===== src/rtl/disp_arbiter.sv =====
// disp_arbiter: round-robin share of the two-digit seven-segment display between
// three 8-bit requesters. The granted value is converted to BCD by a sequential
// double-dabble engine (8 cycles) and loaded into registered tens/ones digits.
// Values >= 100 are flagged as overflow and shown as 4'hF on both digits.
//
// Optional feature: define DISP_ARB_HOLD_EN to add a HOLD state that blocks new
// grants for HOLD_CYCLES cycles after every display update.
//
// Ports:
//   clk, rst          clock (rising edge), asynchronous active-high reset
//   req[2:0]          per-requester request, held with its value until ack
//   val0/val1/val2    unsigned values from requesters 0..2
//   ack[2:0]          one-hot, one-cycle grant pulse
//   tens_o, ones_o    registered BCD digits (4'hF on overflow)
//   src_o             index of the requester currently displayed
//   ovf_o             displayed value was >= 100
//   upd_o             one-cycle pulse when the display registers change
//   busy_o            conversion (or hold) in progress
module disp_arbiter #(
  parameter int unsigned HOLD_CYCLES = 16
) (
  input  logic       clk,
  input  logic       rst,
  input  logic [2:0] req,
  input  logic [7:0] val0,
  input  logic [7:0] val1,
  input  logic [7:0] val2,
  output logic [2:0] ack,
  output logic [3:0] tens_o,
  output logic [3:0] ones_o,
  output logic [1:0] src_o,
  output logic       ovf_o,
  output logic       upd_o,
  output logic       busy_o
);

  typedef enum logic [1:0] {StIdle, StConv, StHold} state_e;

  state_e      state_q, state_d;
  logic [1:0]  ptr_q;     // last granted index; doubles as displayed source
  logic [7:0]  shift_q;
  logic [11:0] bcd_q;
  logic [2:0]  cnt_q;
  logic [2:0]  ack_q;
  logic [3:0]  tens_q, ones_q;
  logic [1:0]  src_q;
  logic        ovf_q, upd_q;
`ifdef DISP_ARB_HOLD_EN
  localparam logic [7:0] HoldLast = 8'(HOLD_CYCLES - 1);
  logic [7:0]  hcnt_q;
`endif

  logic [1:0]  win;
  logic [7:0]  win_val;
  logic [11:0] bcd_adj;
  logic [19:0] dd_next;

  // Round-robin pick: search starts just after the last granted index.
  always_comb begin
    win = 2'd0;
    unique case (ptr_q)
      2'd0: begin
        if (req[1])      win = 2'd1;
        else if (req[2]) win = 2'd2;
        else             win = 2'd0;
      end
      2'd1: begin
        if (req[2])      win = 2'd2;
        else if (req[0]) win = 2'd0;
        else             win = 2'd1;
      end
      default: begin
        if (req[0])      win = 2'd0;
        else if (req[1]) win = 2'd1;
        else             win = 2'd2;
      end
    endcase
    unique case (win)
      2'd1:    win_val = val1;
      2'd2:    win_val = val2;
      default: win_val = val0;
    endcase
  end

  // One double-dabble step: correct nibbles >= 5, then shift {bcd, shift} left.
  always_comb begin
    bcd_adj[3:0]  = (bcd_q[3:0]  >= 4'd5) ? bcd_q[3:0]  + 4'd3 : bcd_q[3:0];
    bcd_adj[7:4]  = (bcd_q[7:4]  >= 4'd5) ? bcd_q[7:4]  + 4'd3 : bcd_q[7:4];
    bcd_adj[11:8] = (bcd_q[11:8] >= 4'd5) ? bcd_q[11:8] + 4'd3 : bcd_q[11:8];
    dd_next       = {bcd_adj[10:0], shift_q, 1'b0};
  end

  // State register.
  always_ff @(posedge clk or posedge rst) begin
    if (rst) state_q <= StIdle;
    else     state_q <= state_d;
  end

  // Next-state logic.
  always_comb begin
    state_d = state_q;
    unique case (state_q)
      StIdle: if (|req) state_d = StConv;
      StConv: begin
        if (cnt_q == 3'd7) begin
`ifdef DISP_ARB_HOLD_EN
          state_d = StHold;
`else
          state_d = StIdle;
`endif
        end
      end
`ifdef DISP_ARB_HOLD_EN
      StHold: if (hcnt_q == HoldLast) state_d = StIdle;
`endif
      default: state_d = StIdle;
    endcase
  end

  // Outputs.
  always_comb begin
    busy_o = (state_q != StIdle);
  end

  // Datapath and registered outputs.
  always_ff @(posedge clk or posedge rst) begin
    if (rst) begin
      ptr_q   <= 2'd2;
      shift_q <= 8'd0;
      bcd_q   <= 12'd0;
      cnt_q   <= 3'd0;
      ack_q   <= 3'd0;
      tens_q  <= 4'd0;
      ones_q  <= 4'd0;
      src_q   <= 2'd0;
      ovf_q   <= 1'b0;
      upd_q   <= 1'b0;
`ifdef DISP_ARB_HOLD_EN
      hcnt_q  <= 8'd0;
`endif
    end else begin
      ack_q <= 3'd0;
      upd_q <= 1'b0;
      unique case (state_q)
        StIdle: begin
          if (|req) begin
            ptr_q   <= win;
            shift_q <= win_val;
            bcd_q   <= 12'd0;
            cnt_q   <= 3'd0;
            ack_q   <= 3'b001 << win;
          end
        end
        StConv: begin
          bcd_q   <= dd_next[19:8];
          shift_q <= dd_next[7:0];
          cnt_q   <= cnt_q + 3'd1;
          if (cnt_q == 3'd7) begin
            // Final step result goes straight to the display registers.
            if (dd_next[19:16] != 4'd0) begin
              tens_q <= 4'hF;
              ones_q <= 4'hF;
              ovf_q  <= 1'b1;
            end else begin
              tens_q <= dd_next[15:12];
              ones_q <= dd_next[11:8];
              ovf_q  <= 1'b0;
            end
            src_q <= ptr_q;
            upd_q <= 1'b1;
`ifdef DISP_ARB_HOLD_EN
            hcnt_q <= 8'd0;
`endif
          end
        end
`ifdef DISP_ARB_HOLD_EN
        StHold: hcnt_q <= hcnt_q + 8'd1;
`endif
        default: ;
      endcase
    end
  end

  assign ack    = ack_q;
  assign tens_o = tens_q;
  assign ones_o = ones_q;
  assign src_o  = src_q;
  assign ovf_o  = ovf_q;
  assign upd_o  = upd_q;

endmodule


===== config.mk =====
export PLATFORM = sky130hd
export DESIGN_NAME = disp_arbiter
export DESIGN_NICKNAME = d
export VERILOG_FILES = /design/src/rtl/disp_arbiter.sv
export SDC_FILE = /design/constraint.sdc
export NUM_CORES = 1
export LEC_CHECK = 0
export CORE_ASPECT_RATIO = 2
export CORE_MARGIN = 10
export CORE_UTILIZATION = 50
export CTS_CLUSTER_SIZE = 30
export DETAILED_ROUTE_END_ITERATION = 7
export DONT_BUFFER_PORTS = 1
export SLEW_MARGIN = 20
export SYNTH_ARGS = -nofsm -noshare
export SYNTH_HDL_FRONTEND = slang
export SYNTH_SLANG_ARGS = --single-unit
export TNS_END_PERCENT = 50

===== constraint.sdc =====
create_clock -name clk -period 3.1 [get_ports clk]
set_input_delay 0.465 -clock clk [delete_from_list [all_inputs] [get_ports clk]]
set_output_delay 0.465 -clock clk [all_outputs]
set_load 0.05 [all_outputs]

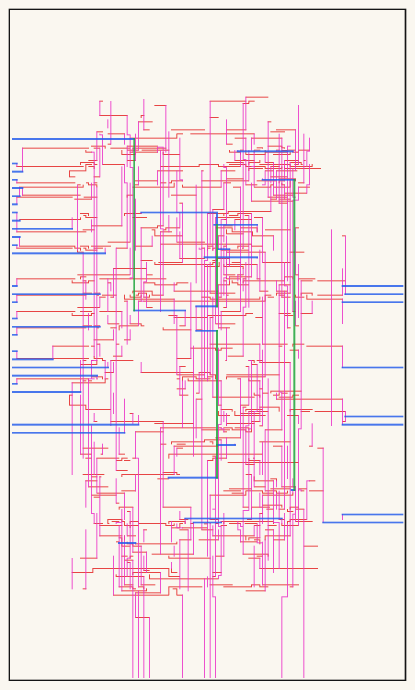
**Above:** routed metal, one colour a layer.
(6 px per um)
| layer | colour | wire length |
|---|---|---|
| met1 | red | 1640 um |
| met2 | magenta | 2410 um |
| met3 | blue | 355 um |
| met4 | green | 118 um |

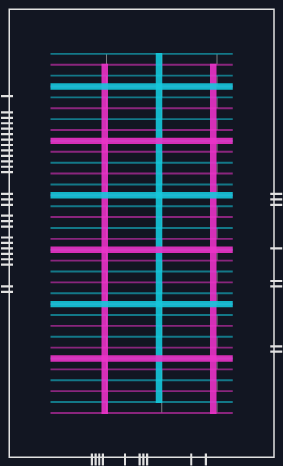
**Above:** power grid.
(4 px per um) Pins as bars on the die edge. Tap cells in grey.
| net | colour |
|---|---|
| VSS | magenta |
| VDD | cyan |
signal pins: 45
tap cells: 52

==> run summary <==
Notes on the physical design

The tally of non-filler cells in the final layout is 271. According to the floorplan report, the placeable core area is 4090 um2. Yosys reports a chip area of 2100 um2. The maximum number of buffers from clock root to sink is 2. Counting the warning lines in the Yosys log gives 0. The post-layout minimum cycle time is 2.12 ns.

In this run, synthesis inferred 0 flip-flops with an integrated enable. At the worst endpoint, the required time is 3.24 ns. The run finished with clean final reports. During I/O placement, the number of pins put on the boundary was 45.

In this run the number of cells on the critical path is 6. The total of max-cap violations is 0. The area enclosed by the die boundary is 7340 um2.

Per Yosys stat, the portion of area used by sequential elements is 0.490. Synthesis produced a netlist whose cell count is 219. The fraction of synthesis flops using an asynchronous set or reset pin is 1.00. The number of nets at floorplan is 259. The number of antenna violations at the first check in global routing is 0.

The design draws 2570 uW. Including well taps, the total number of placed cells is 264. The cell type of the slowest stage on the worst timing path is sky130_fd_sc_hd__mux2i_1. The row count is 33.

The number of buffers inserted by hold repair at cts is 0. Total power normalized to cell area comes to 1150 nW/um2. The clock net in this run drives a total of 41 sinks. The count of unresolved DRC violations after routing is 0. The iteration count of the initial detailed-routing pass is 4. The clock latency of the later-clocked register in the worst-skew pair is 0.29 ns.

CTS built an H-tree with a depth of 2. The synth_stat.txt file lists the number of cells as 219. The gate-level netlist out of Yosys references 29 unique cell types.

After synthesis, the cell types taking the most area are sky130_fd_sc_hd__dfrtp_1 48%, sky130_fd_sc_hd__o21ai_0 7.2%, sky130_fd_sc_hd__ha_1 6.6%. RePlAce ended its routability-driven mode at a weighted congestion of 0.801. The register area is 1030 um2. The slack of the worst reg-to-reg path is 0.98 ns.

The final setup violation count is 0. The worst-case headroom to the max-slew limit is 0.444. For reference, the most critical setup path is categorized as reg -> reg. The capture point of the worst reg-to-reg path is tens_o[0].

For the worst flop-to-flop path, the logic depth is 6. The number of setup buffers added after CTS is 0. The starting density of the core is 0.513. The vertical die size is 112 um. The total inserted antenna cells is 0. The first-pass GRT wire length is 7.81 mm. The count of final hold-check violations is 0. Summed over all routing layers, the global router reports a total usage of 0.133. The first routing iteration left 39 violations. The routed wire length is 4.52 mm.

Among all flip-flop cells after synthesis, the most frequent one is sky130_fd_sc_hd__dfrtp_1. The number of filler cells placed in the layout is 373. Setup total negative slack on the finished layout was measured at 0 ns. STA classifies the critical path startpoint as a flip-flop. The most critical min-delay path falls under in -> async. For the final database, setup skew stands at 0.00384 ns. The endpoint type of the worst setup path is a flip-flop. The data arrival time reported for the critical path is 2.26 ns. In this run the worst setup path terminates at tens_o[0].

The post-placement cell area is 2150 um2. The number of clock buffers added by TritonCTS is 5. The detailed-route wire length per cell is 16.7 um. The maximum resistive drop on vdd is 0.604 mV. The report shows a maximum critical-path fanout of 9. The count of input and output buffers is 0. The cell type that accounts for the most area after synthesis is sky130_fd_sc_hd__dfrtp_1.

The timing startpoint of the critical path is bcd_q[8]. The final antenna-violating net count is 0. Global routing finished with a remaining overflow of 0. Setup repair after global routing left no endpoint under its margin.

The cell resize tally after clock tree synthesis is 0. Across all hold checks on the routed design, the worst slack comes to 0.223 ns. The die width is 65.8 um. The via count is 1572. The net count reported at finish is 259.

The launch point of the worst register-to-register path is recorded as bcd_q[8]. For reference, the final report shows the max-slew violation count at 0. The script reports the combined buffer and inverter count of the critical path as 1. The synthesis stat section lists a flop and latch total of 41. Among cell families on the critical path, the largest total delay comes from multiplexers. The area fraction of the largest cell type after synthesis is 0.477. Using the TritonRoute via totals, the vias-per-cell ratio works out to 5.80.

The cell sequence reported for the critical path is inv_1, ha_1, nand2b_1, a21oi_1, mux2i_1, a31oi_1. The fraction of the cycle the final worst path needs is 0.684. The number of global-route vias before repair came to 1689. The mapped netlist covers 2100 um2. The maximum achievable frequency is 471 MHz.

The maximum number of pins on one net before global-route repair is 25. Detailed placement finished with a half-perimeter wire length of 3.57 mm. Summing all multi-input logic gate instances after layout gives 988 um2.
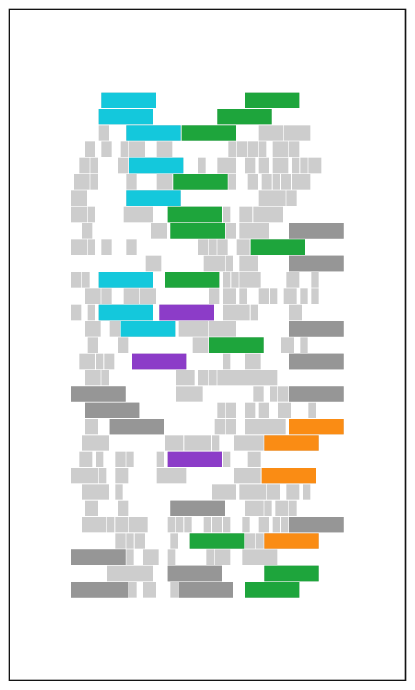
**Above:** where the registers sit.
(6 px per um)
| netlist name | colour | placed flops |
|---|---|---|
| tens_o | orange | 4 |
| bcd_q | green | 12 |
| shift_q | cyan | 8 |
| cnt_q | purple | 3 |
share of the core filled with cells: 0.548
fraction of standard cell area that is sequential: 0.459

final cells by class:
| type | count | share of cell area |
|---|---|---|
| clock buffers | 7 | 0.0386 |
| inverters | 13 | 0.0218 |
| multi-input cells | 155 | 0.442 |
| flip-flops and latches | 41 | 0.459 |
| well taps | 52 | 0.0291 |
| repair buffers | 3 | 0.0101 |
state kept, by name, indices dropped and copies added, names as in the netlist:
register  flops
bcd_q        12
shift_q       8
ones_o        4
tens_o        4
ack           3
cnt_q         3
ptr_q         2
src_o         2
ovf_o         1
state_q       1
upd_o         1
kinds of logic after synthesis:
kind of cell	count (synthesis)	synth area share
adder cells (fa/ha/maj)	11	0.0656
AND/OR/NAND/NOR	67	0.154
multiplexers	4	0.0209
flip-flops	41	0.490
buffers and inverters	23	0.0435
AND-OR/OR-AND	70	0.214
XOR/XNOR	3	0.0125
cell usage in the layout (no fill, tap or decap), drive strengths merged, types with 4 or more instances in the layout:
cell type and n:
dfrtp 40, nand2 34, o21ai 32, a22oi 15, inv 13, nor2 12
ha 11, a21oi 9, a31oi 9, clkbuf 7, nand2b 6, nor3b 4
cell usage after synthesis, drive strengths merged (4+ instances only):
| cell type | count |
|---|---|
| nor2 | 12 |
| dfrtp | 40 |
| a22oi | 15 |
| nand2b | 6 |
| ha | 11 |
| o21ai | 32 |
| nand2 | 34 |
| a31oi | 9 |
| nor3b | 4 |
| buf | 4 |
| inv | 13 |
| a21oi | 9 |
| clkbuf | 6 |
per-stage QoR:
| stage | util | setup slack (ns) |
|---|---|---|
| floorplan | - | 1.11 |
| finish | 0.548 | 0.979 |
| global route | 0.548 | 0.812 |
| global placement | 0.526 | 1.07 |
| detailed placement | 0.526 | 0.978 |
| CTS | 0.548 | 0.966 |
how the worst min path moves through the flow:
stage / start / endpoint / slack (ns) / cells after the start
final: rst / ack[0] / 0.22 / 1
after global routing: rst / cnt_q[2] / 0.29 / 1
after CTS: rst / ack[0] / 0.25 / 1
after detailed placement: shift_q[0] / shift_q[0] / 0.48 / 2
after global placement: bcd_q[9] / bcd_q[9] / 0.47 / 2
after floorplan: bcd_q[9] / bcd_q[9] / 0.45 / 2
where the power goes:
part / leakage [uW] / internal (uW) / switching, uW / total, uW
Clock: 0.0000443 / 177 / 174 / 350
Sequential: 0.000491 / 753 / 428 / 1180
Combinational: 0.000428 / 427 / 609 / 1040
Total: 0.000963 / 1360 / 1210 / 2570
routing by layer:
metal / vias up / part of all wire / track usage
met4: 0 / 0.026 / 0.0661
li1: 760 / - / -
met2: 56 / 0.53 / 0.232
met3: 9 / 0.078 / 0.0502
met1: 747 / 0.36 / 0.131
met5: - / 0 / 0
Power and IR drop assume default switching activity.
